`src/rtl/maze_pkg.sv`:
```
// rtl/maze_pkg.sv - shared constants, state/error enums and LFSR step for the maze stream host
package maze_pkg;

  localparam int DIM   = 15;
  localparam int CELLS = DIM * DIM;

  localparam logic [3:0] START_X = 4'd1;
  localparam logic [3:0] START_Y = 4'd1;
  localparam logic [3:0] GOAL_X  = 4'd13;
  localparam logic [3:0] GOAL_Y  = 4'd13;

  localparam logic [15:0] LFSR_TAPS    = 16'hB400;
  localparam logic [15:0] SEED_DEFAULT = 16'hACE1;

  typedef enum logic [2:0] {
    IDLE,
    SEND,
    WAIT,
    CHECK,
    FINISH
  } state_e;

  typedef enum logic [2:0] {
    ERR_NONE,
    ERR_START,
    ERR_WALL,
    ERR_STEP,
    ERR_END,
    ERR_UNSOLV,
    ERR_PROTO,
    ERR_TIMEOUT
  } err_e;

  // Right-shifting Galois form of x^16+x^14+x^13+x^11
  function automatic logic [15:0] lfsr_next(input logic [15:0] v);
    lfsr_next = v[0] ? ((v >> 1) ^ LFSR_TAPS) : (v >> 1);
  endfunction

endpackage

```
`src/rtl/maze_lfsr.sv`:
```
// rtl/maze_lfsr.sv - 16-bit Galois LFSR with load/step, exposes the low OUT_W bits as value
module maze_lfsr
  import maze_pkg::*;
#(
  parameter int OUT_W = 4
) (
  input  logic             clk,
  input  logic             rst_n,
  input  logic             load,
  input  logic             step,
  input  logic [15:0]      seed,
  output logic [OUT_W-1:0] value
);

  logic [15:0] state_q;

  // load together with step lets the first draw come straight from the seed
  always_ff @(posedge clk or negedge rst_n) begin
    if (!rst_n) begin
      state_q <= SEED_DEFAULT;
    end else if (load) begin
      state_q <= step ? lfsr_next(seed) : seed;
    end else if (step) begin
      state_q <= lfsr_next(state_q);
    end
  end

  assign value = state_q[OUT_W-1:0];

endmodule

```
`src/rtl/maze_stream_host.sv`:
```
// rtl/maze_stream_host.sv - maze generator/streamer and solver-answer checker; option MAZE_HOST_TIMEOUT_EN
module maze_stream_host
  import maze_pkg::*;
#(
  parameter int WALL_PCT = 4,
  parameter int TIMEOUT  = 1023
) (
  input  logic        clk,
  input  logic        rst_n,
  input  logic        start,
  input  logic [15:0] seed,
  input  logic        force_path,
  output logic        maze,
  output logic        in_valid,
  input  logic        sol_valid,
  input  logic        sol_not_valid,
  input  logic [3:0]  sol_x,
  input  logic [3:0]  sol_y,
  output logic        done,
  output logic        pass,
  output logic [2:0]  err,
  output logic [7:0]  path_len
);

  localparam logic [3:0] EDGE_HI  = 4'(DIM - 1);
  localparam logic [3:0] DIM4     = 4'(DIM);
  localparam logic [7:0] DIM8     = 8'(DIM);
  localparam logic [4:0] WALL_LIM = 5'(WALL_PCT);

  state_e           state, state_nx;
  err_e             err_q, err_nx, beat_err;
  logic             start_ok, send_bit, beat, tmo_hit;
  logic [15:0]      seed_eff;
  logic [3:0]       lfsr_rnd, gen_rnd, gx, gy, bx, by, px, py, adx, ady;
  logic             gen_force, gen_bit, force_q;
  logic [CELLS-1:0] store;
  logic [7:0]       cell_idx, len_q;
  logic             cell_wall, maze_q, in_valid_q, done_q, pass_q;

  assign start_ok = (state == IDLE) && start;
  assign seed_eff = (seed == 16'h0000) ? SEED_DEFAULT : seed;

  maze_lfsr #(.OUT_W(4)) u_lfsr (
    .clk   (clk),
    .rst_n (rst_n),
    .load  (start_ok),
    .step  (send_bit),
    .seed  (seed_eff),
    .value (lfsr_rnd)
  );

  // Cell (0,0) is produced in the start cycle so in_valid can rise on the next edge
  assign gx        = start_ok ? 4'd0 : bx;
  assign gy        = start_ok ? 4'd0 : by;
  assign gen_rnd   = start_ok ? seed_eff[3:0] : lfsr_rnd;
  assign gen_force = start_ok ? force_path : force_q;

  always_comb begin
    gen_bit = ({1'b0, gen_rnd} < WALL_LIM);
    if (gx == 4'd0 || gy == 4'd0 || gx == EDGE_HI || gy == EDGE_HI) begin
      gen_bit = 1'b1;
    end else if ((gx == START_X && gy == START_Y) || (gx == GOAL_X && gy == GOAL_Y)) begin
      gen_bit = 1'b0;
    end else if (gen_force && (gy == START_Y || gx == GOAL_X)) begin
      gen_bit = 1'b0;
    end
  end

  assign cell_idx = {4'd0, sol_y} * DIM8 + {4'd0, sol_x};
  assign adx      = (sol_x > px) ? (sol_x - px) : (px - sol_x);
  assign ady      = (sol_y > py) ? (sol_y - py) : (py - sol_y);

  always_comb begin
    cell_wall = 1'b1;
    if (sol_x < DIM4 && sol_y < DIM4) begin
      cell_wall = store[cell_idx];
    end
    beat_err = ERR_NONE;
    if (len_q == 8'd0) begin
      if (sol_x != START_X || sol_y != START_Y) begin
        beat_err = ERR_START;
      end
    end else if (cell_wall) begin
      beat_err = ERR_WALL;
    end else if (({1'b0, adx} + {1'b0, ady}) != 5'd1) begin
      beat_err = ERR_STEP;
    end
  end

`ifdef MAZE_HOST_TIMEOUT_EN
  localparam int TW = $clog2(TIMEOUT + 1);
  logic [TW-1:0] tmo_cnt;

  assign tmo_hit = (tmo_cnt == TW'(TIMEOUT - 1));

  always_ff @(posedge clk or negedge rst_n) begin
    if (!rst_n) begin
      tmo_cnt <= '0;
    end else if (state == WAIT && !sol_valid && !sol_not_valid) begin
      tmo_cnt <= tmo_cnt + TW'(1);
    end else begin
      tmo_cnt <= '0;
    end
  end
`else
  assign tmo_hit = 1'b0;
`endif

  always_ff @(posedge clk or negedge rst_n) begin
    if (!rst_n) begin
      state <= IDLE;
    end else begin
      state <= state_nx;
    end
  end

  always_comb begin
    state_nx = state;
    err_nx   = err_q;
    send_bit = 1'b0;
    beat     = 1'b0;
    case (state)
      IDLE: begin
        if (start) begin
          state_nx = SEND;
          err_nx   = ERR_NONE;
          send_bit = 1'b1;
        end
      end
      SEND: begin
        if (sol_valid || sol_not_valid) begin
          state_nx = FINISH;
          err_nx   = ERR_PROTO;
        end else if (by == DIM4) begin
          state_nx = WAIT;
        end else begin
          send_bit = 1'b1;
        end
      end
      WAIT: begin
        if (sol_valid && sol_not_valid) begin
          state_nx = FINISH;
          err_nx   = ERR_PROTO;
        end else if (sol_valid) begin
          state_nx = CHECK;
          beat     = 1'b1;
        end else if (sol_not_valid) begin
          state_nx = FINISH;
          err_nx   = force_q ? ERR_UNSOLV : ERR_NONE;
        end else if (tmo_hit) begin
          state_nx = FINISH;
          err_nx   = ERR_TIMEOUT;
        end
      end
      CHECK: begin
        if (sol_valid && sol_not_valid) begin
          state_nx = FINISH;
          if (err_q == ERR_NONE) err_nx = ERR_PROTO;
        end else if (sol_valid) begin
          beat = 1'b1;
        end else begin
          state_nx = FINISH;
          if (err_q == ERR_NONE && (px != GOAL_X || py != GOAL_Y)) err_nx = ERR_END;
        end
      end
      FINISH:  state_nx = IDLE;
      default: state_nx = IDLE;
    endcase
    // Only the first failing beat is recorded
    if (beat && err_q == ERR_NONE) err_nx = beat_err;
  end

  always_ff @(posedge clk or negedge rst_n) begin
    if (!rst_n) begin
      err_q      <= ERR_NONE;
      force_q    <= 1'b0;
      bx         <= '0;
      by         <= '0;
      px         <= '0;
      py         <= '0;
      store      <= '0;
      len_q      <= '0;
      maze_q     <= 1'b0;
      in_valid_q <= 1'b0;
      done_q     <= 1'b0;
      pass_q     <= 1'b0;
    end else begin
      err_q      <= err_nx;
      in_valid_q <= send_bit;
      maze_q     <= send_bit & gen_bit;
      done_q     <= (state == FINISH);
      if (state == FINISH) pass_q <= (err_q == ERR_NONE);
      if (start_ok) begin
        force_q <= force_path;
        pass_q  <= 1'b0;
        len_q   <= '0;
        px      <= '0;
        py      <= '0;
      end
      // Shifting in from the top leaves cell i at store[i] once all cells are sent
      if (send_bit) begin
        store <= {gen_bit, store[CELLS-1:1]};
        if (gx == EDGE_HI) begin
          bx <= '0;
          by <= gy + 4'd1;
        end else begin
          bx <= gx + 4'd1;
          by <= gy;
        end
      end
      if (beat) begin
        px <= sol_x;
        py <= sol_y;
        if (len_q != 8'hFF) len_q <= len_q + 8'd1;
      end
    end
  end

  assign maze     = maze_q;
  assign in_valid = in_valid_q;
  assign done     = done_q;
  assign pass     = pass_q;
  assign err      = err_q;
  assign path_len = len_q;

endmodule

```
`config.mk`:
```
export PLATFORM = sky130hd
export DESIGN_NAME = maze_stream_host
export DESIGN_NICKNAME = d
export VERILOG_FILES = /design/src/rtl/maze_pkg.sv /design/src/rtl/maze_lfsr.sv /design/src/rtl/maze_stream_host.sv
export SDC_FILE = /design/constraint.sdc
export NUM_CORES = 1
export LEC_CHECK = 0
export CAP_MARGIN = 20
export CORE_MARGIN = 4
export CORE_UTILIZATION = 54
export DETAILED_ROUTE_END_ITERATION = 16
export GPL_ROUTABILITY_DRIVEN = 0
export HOLD_SLACK_MARGIN = 0.12
export PLACE_DENSITY = 0.71
export SLEW_MARGIN = 20
export SYNTH_ARGS = -nofsm -noshare
export SYNTH_HDL_FRONTEND = slang
export SYNTH_SLANG_ARGS = --single-unit
```
`constraint.sdc`:
```
create_clock -name clk -period 4.4 [get_ports clk]
set_input_delay 0.66 -clock clk [delete_from_list [all_inputs] [get_ports clk]]
set_output_delay 0.66 -clock clk [all_outputs]
set_load 0.01 [all_outputs]
```
==> run_1/pdn.png <==
Bar = 50 um. Pins as bars on the die edge. Tap cells in grey.
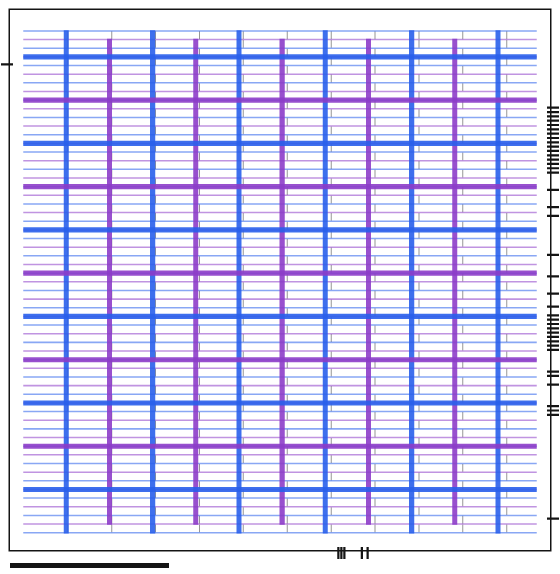
net	colour
VSS	blue
VDD	purple
rows	58
met5 straps	11

==> run_1/clock_map.png <==
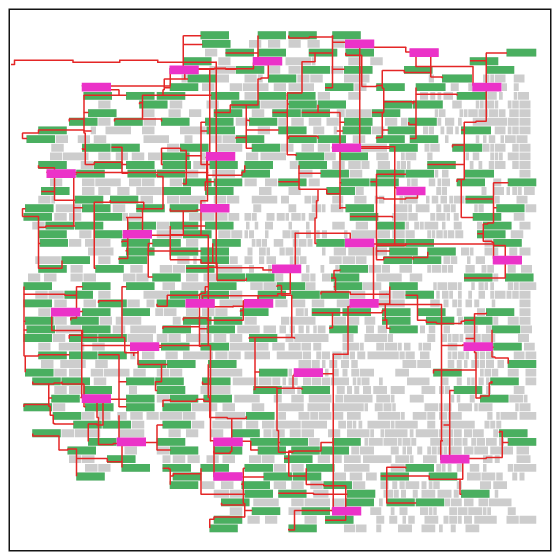
[flip-flops] green | count: 276
[clock wires] red | length: 3440 um
[cells driving clock nets] magenta | count: 28
routed clock nets	29

==> run summary, run 1 <==
Critical path endpoint: err[0]$_DFFE_PN0P_
Metal2 WL: 13200 um
Clock Network Area Fraction: 5.99%
Net load switching power: 2.56 mW
Tool warnings: 48
Die Width: 170 um
Invs w/o clock: 45
Final routed DRC violation total: 0
Yosys top cell area share: 47.5%
Crit-path slowest cell: fa_1
Outcome: finished, violations left
All-layer global routing usage: 19.6%
Hold Path Class: input port to async pin
YS warnings: 0
Total CTS buffers: 28
DR vias: 8850
CP max FO: 5
Pre-CTS worst setup slack: -0.967 ns
Placed cell area: 15400 um^2
P_comb: 2.68 mW
Top Layer Used: met4
Design Area, Final: 16500 um^2
Worst-margin pin slew: 1.07 ns
Commonest cells in the synthesized netlist: 268 x dfrtp_1, 227 x mux2_2, 68 x nand2_1
Top cell excl fill/tap: dfrtp_1
Main power group: sequential cells
Met2 GRT Util: 32.1%
Clock transition at path regs: 0.06 ns
Multi-input gate area: 6880 um^2
Io pins: 45
Most instantiated logic cells after routing: 268 x dfrtp_1, 227 x mux2_2, 67 x nand2_1
Vias per cell: 5.81
Buffers, non-clock: 118
Comb/total area: 41.8%
Final setup vio count: 2
Die area: 28800 um^2
R2R depth: 12
Crit path max-delay family: adder cells
Worst r2r dst: err[1]$_DFFE_PN0P_
Seq power: 2.94 mW
Combinational share of power: 33.0%
Distinct lib cells: 57
Max_cap viols: 0
Non-clk buf share: 6.67%
Post-synth area from yosys stat: 14100 um^2
Setup bufs post-CTS: 3
Hpwl dp: 19100 um
CP Class: input port to flop
Leakage Power: 7.74 nW
Top cells, area: dfrtp_1 47%, mux2_2 18%, mux4_2 8.3%
Final TNS setup: -0.0413 ns
Routed Antenna Nets: 0
Peak supply drop: 334 uV
Crit path buf inv count: 4
Sequential share of cell area: 42.0%
RSZ-0062 raised after global routing: yes
Initial DRC Count: 657
Cell taking the most area after synthesis: dfrtp_1
Sw Ratio: 31.5%
Minimum clock period after layout: 4.44 ns
Worst EP arrival: 4.91 ns
CP endpoint kind: flop
Layout area overhead: 16.5%
Routed len/inst: 18.2 um
Synth Area per Inst: 13.0 um^2
Post-synth seq share: 48.9%
#FFs+latches synth: 276
Die Y: 170 um
Largest reg by FF count: store
CTS Sinks: 276
Dominant comb cell: multiplexers
Internal power: 5.56 mW
Most used cell, CP: fa_1
Total power: 8.12 mW
Failing checks: negative setup slack
Worst Slack Setup Final: -0.0404 ns
Clk ins delay skew pair: 0.55 ns
==> run_1/cell_classes.png <==
Bar = 50 um.
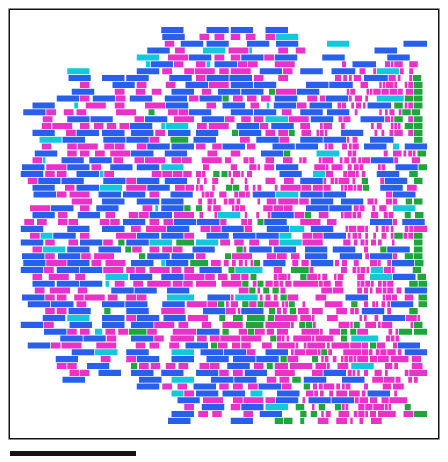
class	colour	cells	share of their area
all other logic	magenta	747	44%
other buffers and delay cells	green	118	6.8%
clock drivers and dummy loads	cyan	52	6.1%
flops	blue	276	43%

==> run_1/final_congestion.png <==
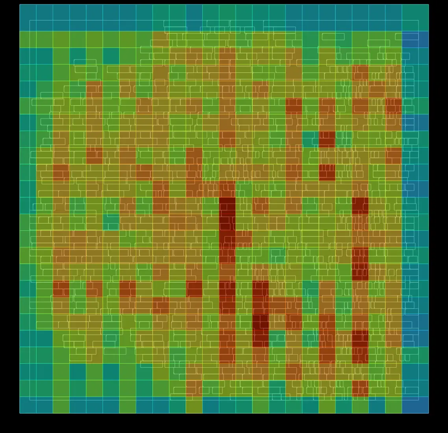
grt met1 use: 28.3%
Most Crowded Layer GR: met2
final core utilization: 64.6%

==> run_1/metal_stack.png <==
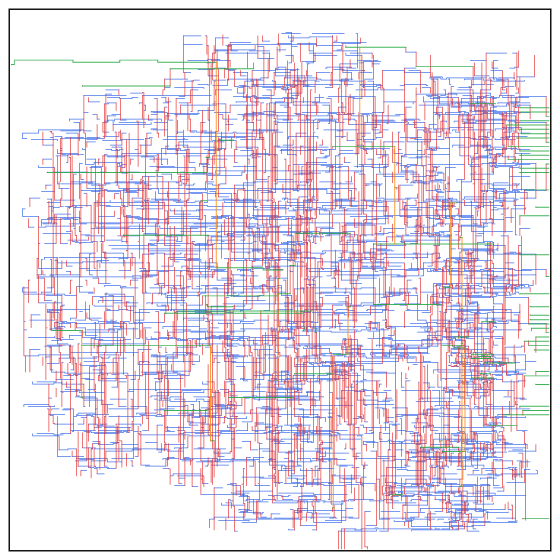

==> run 2, diff against run 1 <==
clock period = 4.45 ns   (was 4.4 ns; I/O delays follow)
==> run_2/metal_stack.png <==
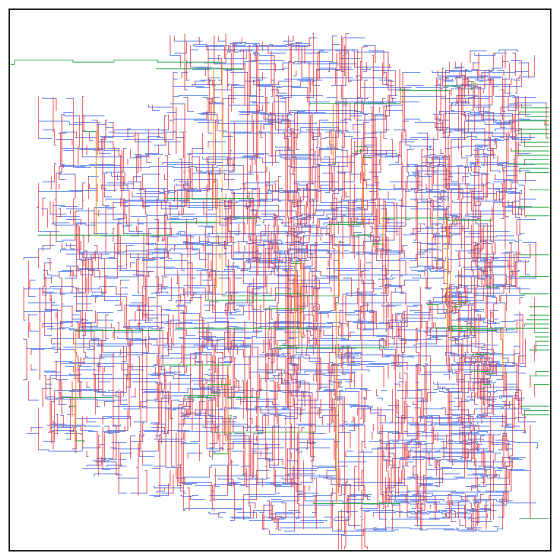
layer	colour	wire length
met4	orange	493 um
met1	blue	12600 um
met3	green	1010 um
met2	red	13400 um

==> run 2 against run 1 <==
Against the previous run:
- the run now ends clean
- sequential power decreased by 1%
- critical path depth increased by 1
- die area did not move
- count of clock-buffer cells in the layout is 1 higher
- sequential share of layout area hardly changed
- highest routed layer unchanged
- setup slack gained 0.052 ns
- global-route usage increased by 0.16 points
==> run summary, run 2 <==
Outcome: completed
CP Class: input port to flop
CP Cell Sequence: buf_8, fa_1, inv_2, fa_1, fa_1, inv_2, ha_4, xnor2_4, buf_12, buf_8, mux4_2, mux4_2, and3_4, o41a_1, a2111o_1, o21ai_2
Dominant comb cell: multiplexers
Crit-path slowest cell: fa_1
DR vias: 8781
Synth Area per Inst: 13.0 um^2
Clk_skew: 0.0130 ns
CTS Sinks: 276
Seq power: 2.90 mW
Final setup vio count: 0
Sw Ratio: 31.7%
Cell taking the most area after synthesis: dfrtp_1
Post-synth area from yosys stat: 14100 um^2
R2R depth: 12
Design Area, Final: 16400 um^2
Met2 GRT Util: 32.5%
Yosys top cell area share: 47.5%
Routed len/inst: 18.1 um
Non-clk buf share: 6.66%
Internal power: 5.46 mW
Most Crowded Layer GR: met2
Crit path max-delay family: adder cells
RSZ-0062 raised after global routing: yes
YS warnings: 0
Worst r2r dst: err[1]$_DFFE_PN0P_
Placed cell area: 15400 um^2
Main power group: sequential cells
#FFs+latches synth: 276
Vias per cell: 5.78
P_comb: 2.61 mW
Top cell excl fill/tap: dfrtp_1
Top Layer Used: met4
Grt met1 use: 28.5%
Metal2 WL: 13400 um
CP endpoint kind: flop
Final core utilization: 64.6%
Post-synth seq share: 48.9%
Pre-CTS worst setup slack: -0.947 ns
Net load switching power: 2.53 mW
All-layer global routing usage: 19.8%
Combinational share of power: 32.7%
CTS tree: built
Max_cap viols: 0
Commonest cells in the synthesized netlist: 268 x dfrtp_1, 227 x mux2_2, 68 x nand2_1
Comb/total area: 41.7%
Final routed DRC violation total: 0
Peak supply drop: 488 uV
P_clk: 2.47 mW
Worst Slack Setup Final: 0.0121 ns
Initial DRC Count: 602
Clock Network Area Fraction: 6.04%
Sequential share of cell area: 42.1%
Buffers, non-clock: 113
Setup bufs post-CTS: 5
Hpwl dp: 18700 um
Total CTS buffers: 29
Largest reg by FF count: store
CP max FO: 6
Clock transition at path regs: 0.07 ns
Routed Antenna Nets: 0
Init Core Util: 55.5%
Tool warnings: 48
Multi-input gate area: 6860 um^2
Worst-margin pin slew: 0.974 ns
Leakage Power: 7.71 nW
Invs w/o clock: 45
# nets final: 1253
Most used cell, CP: fa_1
Total power: 7.99 mW
Final TNS setup: 0 ns
Clk ins delay skew pair: 0.56 ns
Layout area overhead: 16.4%
Die Width: 170 um
Hold Path Class: input port to async pin
Most instantiated logic cells after routing: 268 x dfrtp_1, 227 x mux2_2, 67 x nand2_1
Distinct lib cells: 57
==> run_2/clock_map.png <==
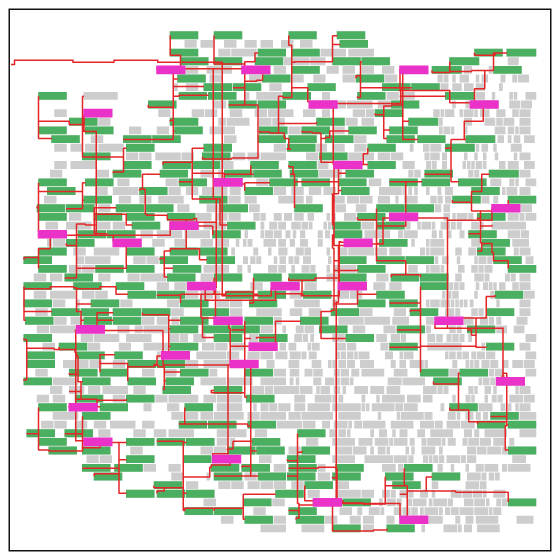
[cells driving clock nets] magenta | count: 29
[clock wires] red | length: 3360 um
[flip-flops] green | count: 276
routed clock nets	30

==> run_2/cell_classes.png <==
Bar = 50 um.
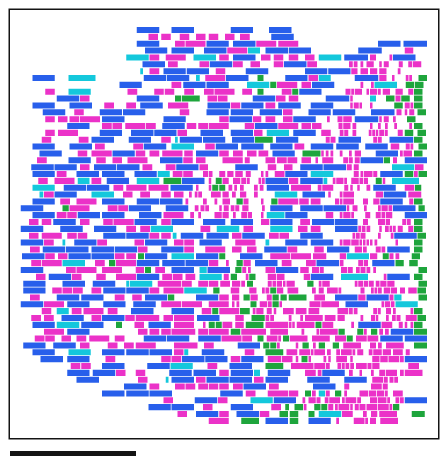

==> run 3, diff against run 2 <==
SKIP_CTS_REPAIR_TIMING = 1   (was not set)
==> run_3/cell_classes.png <==
Bar = 50 um.
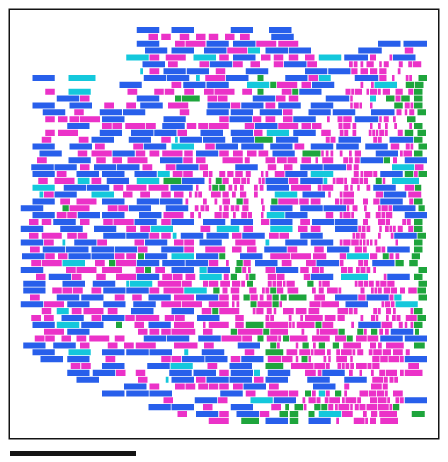
class	colour	cells	share of their area
other buffers and delay cells	green	108	6.5%
flops	blue	276	43%
clock drivers and dummy loads	cyan	54	6.2%
all other logic	magenta	747	44%

==> run_3/pdn.png <==
Bar = 50 um. Pins as bars on the die edge. Tap cells in grey.
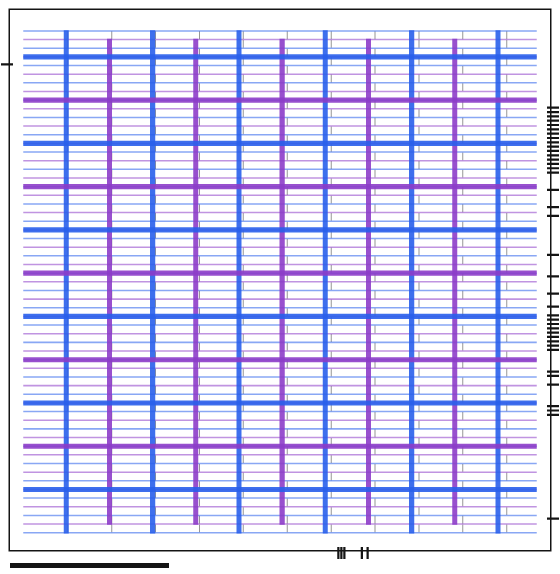
net	colour
VDD	purple
VSS	blue
met1 rails	59
signal pins	45
tap cells	330

==> run 3 against run 2 <==
Against the previous run:
- hold slack lost 0.0064 ns
- critical endpoint unchanged
- via count shrank 0.67%
- sequential share of layout area grew 0.17 points
- sequential cell count is the same
==> run summary, run 3 <==
Outcome: completed
Design Area, Final: 16400 um^2
CP Cell Sequence: dlymetal6s2s_1, fa_1, inv_2, fa_1, fa_1, inv_2, ha_4, xnor2_4, buf_12, mux4_2, mux4_2, and3_1, o41a_1, a2111o_1, o21ai_2
P_comb: 2.55 mW
Clk ins delay skew pair: 0.56 ns
Final core utilization: 64.3%
Synth Area per Inst: 13.0 um^2
Max_cap viols: 0
Main power group: sequential cells
Pre-CTS worst setup slack: -0.947 ns
Peak supply drop: 486 uV
Grt met1 use: 28.4%
Met2 GRT Util: 32.1%
Largest reg by FF count: store
Minimum clock period after layout: 4.44 ns
Final routed DRC violation total: 0
Combinational share of power: 32.2%
Critical path endpoint: err[0]$_DFFE_PN0P_
Post-Syn Nets: 1171
DR vias: 8722
Invs w/o clock: 45
Routed len/inst: 18.1 um
Distinct lib cells: 57
Total power: 7.92 mW
Die area: 28800 um^2
CP Class: input port to flop
Sequential share of cell area: 42.2%
CP max FO: 10
Post-synth seq share: 48.9%
Placed cell area: 15400 um^2
All-layer global routing usage: 19.6%
Commonest cells in the synthesized netlist: 268 x dfrtp_1, 227 x mux2_2, 68 x nand2_1
Routed Antenna Nets: 0
CORE AREA: 25500 um^2
RSZ-0062 raised after global routing: yes
Simple share: 6.06%
R2R depth: 12
Top cells, area: dfrtp_1 47%, mux2_2 18%, mux4_2 8.3%
Top Layer Used: met4
CTS tree: built
Final TNS setup: 0 ns
Clock Network Area Fraction: 6.07%
Crit-path slowest cell: fa_1
Post-synth area from yosys stat: 14100 um^2
Die Y: 170 um
Io pins: 45
Non-clk buf share: 6.29%
Hpwl dp: 18700 um
Vias per cell: 5.76
Cell taking the most area after synthesis: dfrtp_1
P_clk: 2.47 mW
Worst-margin pin slew: 0.964 ns
CP endpoint kind: flop
Storage element area: 6920 um^2
Seq power: 2.90 mW
Sw Ratio: 31.7%
CTS Sinks: 276
Hold Path Class: input port to async pin
Dominant comb cell: multiplexers
Worst r2r dst: err[1]$_DFFE_PN0P_
Layout area overhead: 15.9%
Buffers, non-clock: 108
Initial DRC Count: 552
Most Crowded Layer GR: met2
Crit path max-delay family: adder cells
Leakage Power: 7.70 nW
Worst Slack Setup Final: 0.0120 ns
Most used cell, CP: fa_1
Init Core Util: 55.5%
Multi-input gate area: 6860 um^2
Yosys top cell area share: 47.5%
Internal power: 5.41 mW
YS warnings: 0
# nets final: 1248
#FFs+latches synth: 276
Most instantiated logic cells after routing: 268 x dfrtp_1, 227 x mux2_2, 67 x nand2_1
Crit path buf inv count: 4
Comb/total area: 41.9%
Total CTS buffers: 29
Top cell excl fill/tap: dfrtp_1
Clk_skew: 0.0126 ns
Power and IR drop assume default switching activity.
